`config.mk`:
```
export PLATFORM = sky130hd
export DESIGN_NAME = lockstep_compare
export DESIGN_NICKNAME = d
export VERILOG_FILES = /design/src/rtl/lockstep_compare.sv
export SDC_FILE = /design/constraint.sdc
export NUM_CORES = 1
export LEC_CHECK = 0
export CAP_MARGIN = 10
export CORE_MARGIN = 8
export CORE_UTILIZATION = 36
export CTS_BUF_LIST = sky130_fd_sc_hd__clkbuf_8 sky130_fd_sc_hd__clkbuf_16
export DETAILED_ROUTE_END_ITERATION = 6
export GPL_ROUTABILITY_DRIVEN = 0
export PLACE_DENSITY = 0.78
export SLEW_MARGIN = 10
export SYNTH_ARGS = -nofsm -noshare
export SYNTH_HDL_FRONTEND = slang
export SYNTH_SLANG_ARGS = --single-unit
```
`constraint.sdc`:
```
create_clock -name clk -period 2.9 [get_ports clk]
set_input_delay 0.58 -clock clk [delete_from_list [all_inputs] [get_ports clk]]
set_output_delay 0.58 -clock clk [all_outputs]
set_load 0.005 [all_outputs]
```
`src/rtl/lockstep_compare.sv`:
```
// lockstep_compare
//   Walks every 4-state stimulus vector (4^NIN of them). Each vector is held
//   SETTLE cycles and then compared for one cycle, so a vector lasts SETTLE+1
//   cycles. In the compare cycle, the reference bus and the implementation
//   bus are checked channel by channel. The block records the mismatch count,
//   sticky per-channel flags, and the first failing vector with its channel
//   mask.
//
//   Optional feature: define LOCKSTEP_STOP_ON_FAIL_EN to end the run at the
//   first mismatching vector.
//
// Ports
//   clk         in   single clock, rising edge
//   rst         in   synchronous active-high reset
//   start       in   one-cycle run request (ignored while busy)
//   spec_bus    in   reference outputs, {unk,val} per bit, 2*WIDTH per channel
//   impl_bus    in   implementation outputs, same encoding
//   stim_code   out  current vector, one 2-bit digit per stimulus bit
//   busy        out  run in progress
//   done        out  run complete, held until next start or rst
//   pass        out  done with zero failures
//   fail_cnt    out  mismatching vectors, saturating
//   chan_fail   out  sticky per-channel mismatch flags
//   first_vec   out  stim_code of first failing vector
//   first_mask  out  channels failing on that vector
module lockstep_compare #(
   parameter int WIDTH  = 4,
   parameter int NCHAN  = 9,
   parameter int NIN    = 8,
   parameter int SETTLE = 2,
   parameter int CNTW   = 16
) (
   input  logic                     clk,
   input  logic                     rst,
   input  logic                     start,
   input  logic [2*WIDTH*NCHAN-1:0] spec_bus,
   input  logic [2*WIDTH*NCHAN-1:0] impl_bus,
   output logic [2*NIN-1:0]         stim_code,
   output logic                     busy,
   output logic                     done,
   output logic                     pass,
   output logic [CNTW-1:0]          fail_cnt,
   output logic [NCHAN-1:0]         chan_fail,
   output logic [2*NIN-1:0]         first_vec,
   output logic [NCHAN-1:0]         first_mask
);

   localparam int SW = 2*WIDTH;
   localparam int CW = (SETTLE > 1) ? $clog2(SETTLE) : 1;
   localparam logic [CW-1:0] RELOAD = CW'(SETTLE-1);

   typedef enum logic [1:0] {IDLE, SETTLE_ST, CHECK, DONE} state_t;

   state_t          state;
   logic [CW-1:0]   cnt;
   logic [NCHAN-1:0] mismatch;
   logic            any_mis;
   logic [CNTW-1:0] fail_next;
   logic            stop_now;
   logic            last_vec;

   always_comb begin
      mismatch = '0;
      for (int unsigned k = 0; k < NCHAN; k++) begin
         mismatch[k] = (spec_bus[k*SW +: SW] !== impl_bus[k*SW +: SW]);
      end
   end

   assign any_mis   = |mismatch;
   assign fail_next = (any_mis && (fail_cnt != '1)) ? fail_cnt + 1'b1 : fail_cnt;
   assign last_vec  = (stim_code == '1);

`ifdef LOCKSTEP_STOP_ON_FAIL_EN
   assign stop_now = any_mis;
`else
   assign stop_now = 1'b0;
`endif

   always_ff @(posedge clk) begin
      if (rst) begin
         state      <= IDLE;
         cnt        <= '0;
         stim_code  <= '0;
         busy       <= 1'b0;
         done       <= 1'b0;
         pass       <= 1'b0;
         fail_cnt   <= '0;
         chan_fail  <= '0;
         first_vec  <= '0;
         first_mask <= '0;
      end else begin
         case (state)
            IDLE, DONE: begin
               if (start) begin
                  state      <= SETTLE_ST;
                  cnt        <= RELOAD;
                  stim_code  <= '0;
                  busy       <= 1'b1;
                  done       <= 1'b0;
                  pass       <= 1'b0;
                  fail_cnt   <= '0;
                  chan_fail  <= '0;
                  first_vec  <= '0;
                  first_mask <= '0;
               end
            end
            SETTLE_ST: begin
               if (cnt == '0) state <= CHECK;
               else           cnt   <= cnt - 1'b1;
            end
            CHECK: begin
               if (any_mis) begin
                  fail_cnt  <= fail_next;
                  chan_fail <= chan_fail | mismatch;
                  // fail_cnt saturates and never returns to zero, so zero
                  // still identifies the first failing vector of the run.
                  if (fail_cnt == '0) begin
                     first_vec  <= stim_code;
                     first_mask <= mismatch;
                  end
               end
               if (last_vec || stop_now) begin
                  state <= DONE;
                  busy  <= 1'b0;
                  done  <= 1'b1;
                  pass  <= (fail_next == '0);
               end else begin
                  state     <= SETTLE_ST;
                  cnt       <= RELOAD;
                  stim_code <= stim_code + 1'b1;
               end
            end
            default: state <= IDLE;
         endcase
      end
   end

endmodule
```
Run 1, PDN straps and rails:
Pins as bars on the die edge. Tap cells in gray.
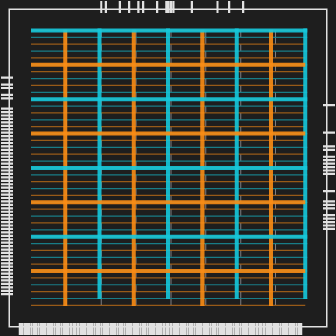
- VDD: cyan
- VSS: orange
- signal pins: 216
- met4 straps: 8
- met1 rails: 41
- met5 straps: 8
maximum vdd drop: 339 uV
area of the placeable core: 11800 um2
DIE WIDTH: 125 um

Run 1, placed cells, one color a class:
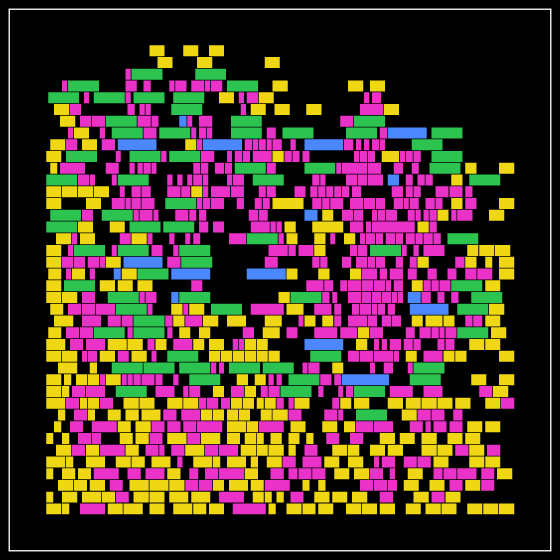
- clock drivers and dummy loads: blue (cells 16; share of their area 4.0%)
- registers: green (cells 72; share of their area 19%)
- remaining logic cells: magenta (cells 435; share of their area 40%)
- remaining buffers and delay cells: yellow (cells 293; share of their area 36%)
Seq area share: 0.190
row cnt: 40
final non-filler cell area: 7600 um2
share of the core filled with cells: 0.644

Run 1, clock network drawn from the DEF:
Scale bar: 50 um.
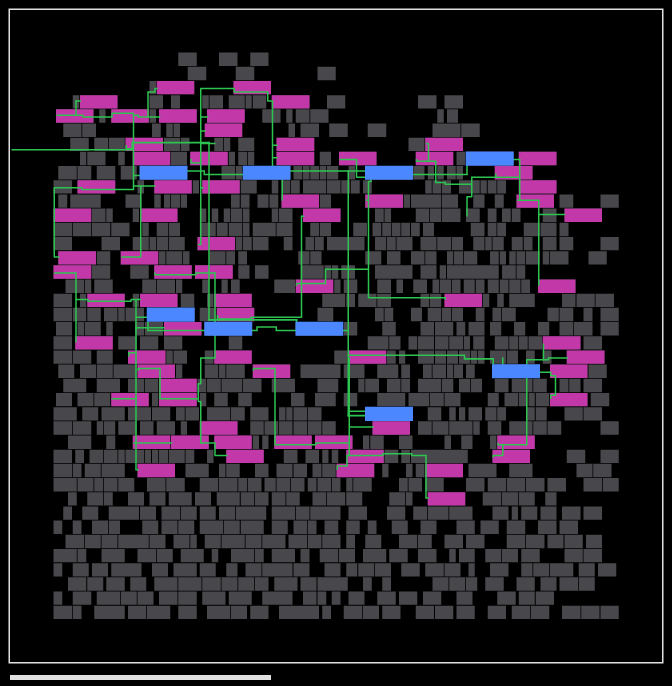
- clock-net drivers: blue (count 9)
- flip-flops: magenta (count 72)
- clock wires: green (length 969 um)
- routed clock nets: 10
portion of total power attributed to the clock network: 0.399
reported clock group power: 1110 uW
clock skew: 0.00796 ns
insertion delay at the late pin of the worst-skew pair: 0.34 ns

==> flow_metrics.env, run 1 <==
# flow metrics
export IMPL_globalRouteMet1Util=0.231
export IMPL_grt_pass1_wl_mm=27.4
export IMPL_cts_reportedPaths_clkPinSlew_ns=0.06
export IMPL_tightestPinTransition_ns=0.787
export IMPL_layout_cells_most_common_list="119 x sky130_fd_sc_hd__clkdlybuf4s50_1, 76 x sky130_fd_sc_hd__xor2_1, 72 x sky130_fd_sc_hd__dfxtp_1, 71 x sky130_fd_sc_hd__buf_4, 67 x sky130_fd_sc_hd__nor2_1"
export IMPL_fin_ws_ns=0.0120
export IMPL_antenna_found_initial=1
export IMPL_fp_dieArea_um2=15600
export IMPL_cts_inserted_buffers=9
export IMPL_place_detailed_hpwl_mm=13.5
export IMPL_timing_worst_setup_path_type="in -> reg"
export IMPL_io_buffer_count=215
export IMPL_startpoint_of_the_worst_setup_timing_path="spec_bus[34]"
export IMPL_worstHoldPathCells=2
export IMPL_route_detailed_drc=0
export IMPL_sequential_group_power_uw=1030
export IMPL_ys_seq_elements=72
export IMPL_rsz_0062_raised_after_global_routing="yes"
export IMPL_outcome="complete, no violations"
export IMPL_drive_gt1_frac=0.205
export IMPL_design_final_nets=964
export IMPL_setup_violations_final=0
export IMPL_pwr_share_comb=0.230
export IMPL_top_layer_used="met4"
export IMPL_layout_top_cell="sky130_fd_sc_hd__clkdlybuf4s50_1"
export IMPL_vias=5166
export IMPL_combinationalPower_uw=638
export IMPL_holdPathEnd="chan_fail[2]$_SDFFE_PP0P_"
export IMPL_number_of_enable_flip_flop_cells=0
export IMPL_cts_num_sinks=72
export IMPL_finalWirelength_mm=17.9
export IMPL_remaining_number_of_nets_flagged_by_the_antenna_check_after_routing=0
export IMPL_switchingPower_uw=756
export IMPL_met2_usage=0.397
-- run 1: layout make-up --
type                    instances  area (um2)
inverters                       8        30.0
clock buffers                   9         225
well taps                     147         184
fillers                       998        4210
repair buffers                293        2680
multi-input cells             427        2960
clock inverters                 7        70.1
diodes                          1        2.50
flip-flops and latches         72        1440
-- run 1: cells by family after synthesis --
family / share of synthesized area
XOR/XNOR: 0.180
AND/OR/NAND/NOR: 0.251
multiplexers: 0.0146
flip-flops: 0.337
buffers and inverters: 0.0301
AND-OR/OR-AND: 0.170
adder cells (fa/ha/maj): 0.0175
-- run 1: worst reg2reg max path, delay by kind of cell, from the launching register on --
family	cells	cell delay (ns)
and+or+nand+nor	5	1.24
AOI/OAI and AO/OA	3	0.61
DFF	1	0.33
adders and majority gates	1	0.28
==> run 2: changes to the inputs <==
- ABC_AREA: default -> 1
- CELL_PAD_IN_SITES_DETAIL_PLACEMENT: default -> 1
- CELL_PAD_IN_SITES_GLOBAL_PLACEMENT: default -> 2
- CORE_UTILIZATION: 36 -> 21
- PLACE_DENSITY: 0.78 -> 0.84
- clock period: 2.9 -> 2.8 ns (I/O delays scaled with it)
==> run 2 against run 1 <==
Die area increased by 84%. Non-clock buffer count decreased by 34. Sequential share of layout area down 1.3 points. Via count up 14%. Synthesized cell count up 57%. First-iteration DRC count decreased by 36%. Global-route usage is 7.7 points lower. Combinational power increased by 8.9%. Clock skew increased by 0.0022 ns. Final cell count is 46% higher. Utilization is 29 points lower.
==> flow_metrics.env, run 2 <==
# flow metrics
export IMPL_cts_reportedPaths_clkPinSlew_ns=0.06
export IMPL_finalWirelength_mm=20.0
export IMPL_cts_num_sinks=72
export IMPL_route_detailed_drc=0
export IMPL_pwr_share_comb=0.225
export IMPL_die_x_um=170
export IMPL_holdPathEnd="chan_fail[4]$_SDFFE_PP0P_"
export IMPL_fin_ws_ns=0.218
export IMPL_combinationalPower_uw=695
export IMPL_final_comb_area_um2=2900
export IMPL_fillerInstances=3010
export IMPL_tightestPinTransition_ns=0.621
export IMPL_place_detailed_hpwl_mm=16.2
export IMPL_setup_violations_final=0
export IMPL_design_final_nets=1242
export IMPL_drive_gt1_frac=0.0915
export IMPL_num_multi_input_gates=597
export IMPL_grt_pass1_wl_mm=31.8
export IMPL_sequential_group_power_uw=1080
export IMPL_pg_clk_uw=1320
export IMPL_switchingPower_uw=797
export IMPL_timing_worst_setup_path_type="in -> reg"
export IMPL_top_layer_used="met4"
export IMPL_globalRouteMet1Util=0.160
export IMPL_buf_share=0.310
export IMPL_sh_comb_area=0.355
export IMPL_top_class_by_area="multi-input combinational cells"
export IMPL_non_clock_buffer_count=259
export IMPL_vias=5888
export IMPL_antenna_diode_count=0
export IMPL_worstHoldPathCells=2
export IMPL_ys_seq_elements=72
export IMPL_seq_cells=72
export IMPL_n_clock_buffer=9
export IMPL_regArea_um2=1440
export IMPL_cts_inserted_buffers=9
export IMPL_startpoint_of_the_worst_setup_timing_path="impl_bus[28]"
export IMPL_vdd_drop_max_uv=219
export IMPL_antenna_found_initial=0
export IMPL_layout_top_cell="sky130_fd_sc_hd__nand2_1"
export IMPL_outcome="complete, no violations"
-- run 2: cell types whose count changed in the layout (fill, tap and decap cells not counted), moves of 26 or more --
cell                              delta
sky130_fd_sc_hd__xor2_1             -60
sky130_fd_sc_hd__nand2_1           +264
sky130_fd_sc_hd__buf_4              -32
sky130_fd_sc_hd__a22oi_1            -26
sky130_fd_sc_hd__a21oi_1            +39
sky130_fd_sc_hd__clkdlybuf4s50_1    +95
sky130_fd_sc_hd__inv_1             +136
-- run 2: cells by family after synthesis --
logic type,Yosys count,share of synthesized area
xor gates and xnor gates,39,0.0689
buffers and inverters,167,0.137
adders and majority gates,6,0.0151
DFF,72,0.291
and+or+nand+nor,463,0.393
AOI/OAI and AO/OA,88,0.0951
Run 2, placed cells, one color a class:
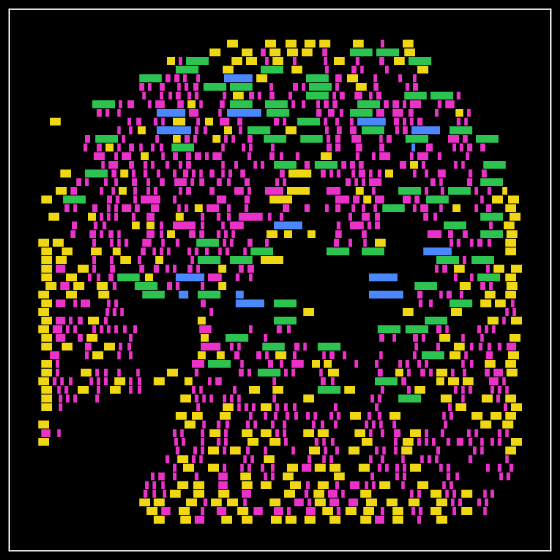
- registers: green (cells 72; share of their area 19%)
- remaining logic cells: magenta (cells 747; share of their area 45%)
- clock drivers and dummy loads: blue (cells 15; share of their area 4.3%)
- remaining buffers and delay cells: yellow (cells 259; share of their area 33%)
row cnt: 56
share of the core filled with cells: 0.350
final non-filler cell area: 8170 um2
Seq area share: 0.176
area of the placeable core: 23300 um2

Run 2, routing congestion:
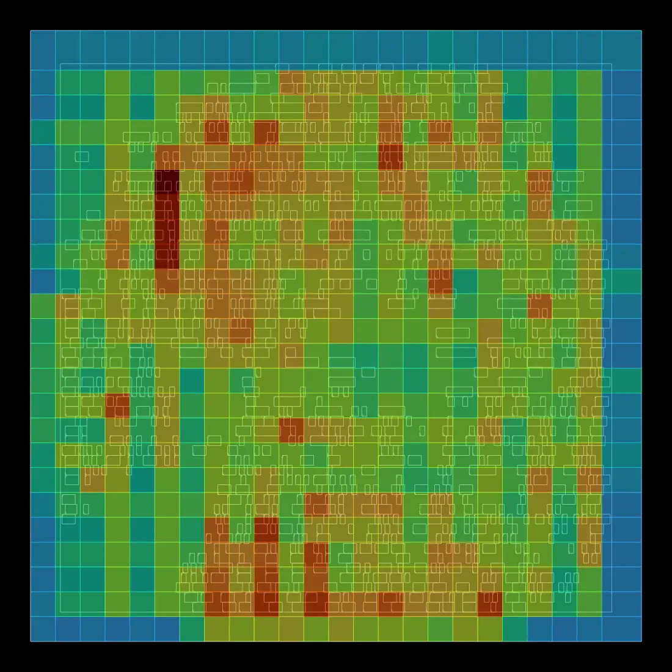
met3 Use GR: 0.0433
met2 track utilization from global routing: 0.249
average wire length per cell after detail routing: 14.2 um
total global-route track usage: 0.138
GRT busiest layer: met2

Power is estimated from default activity; no workload was simulated.
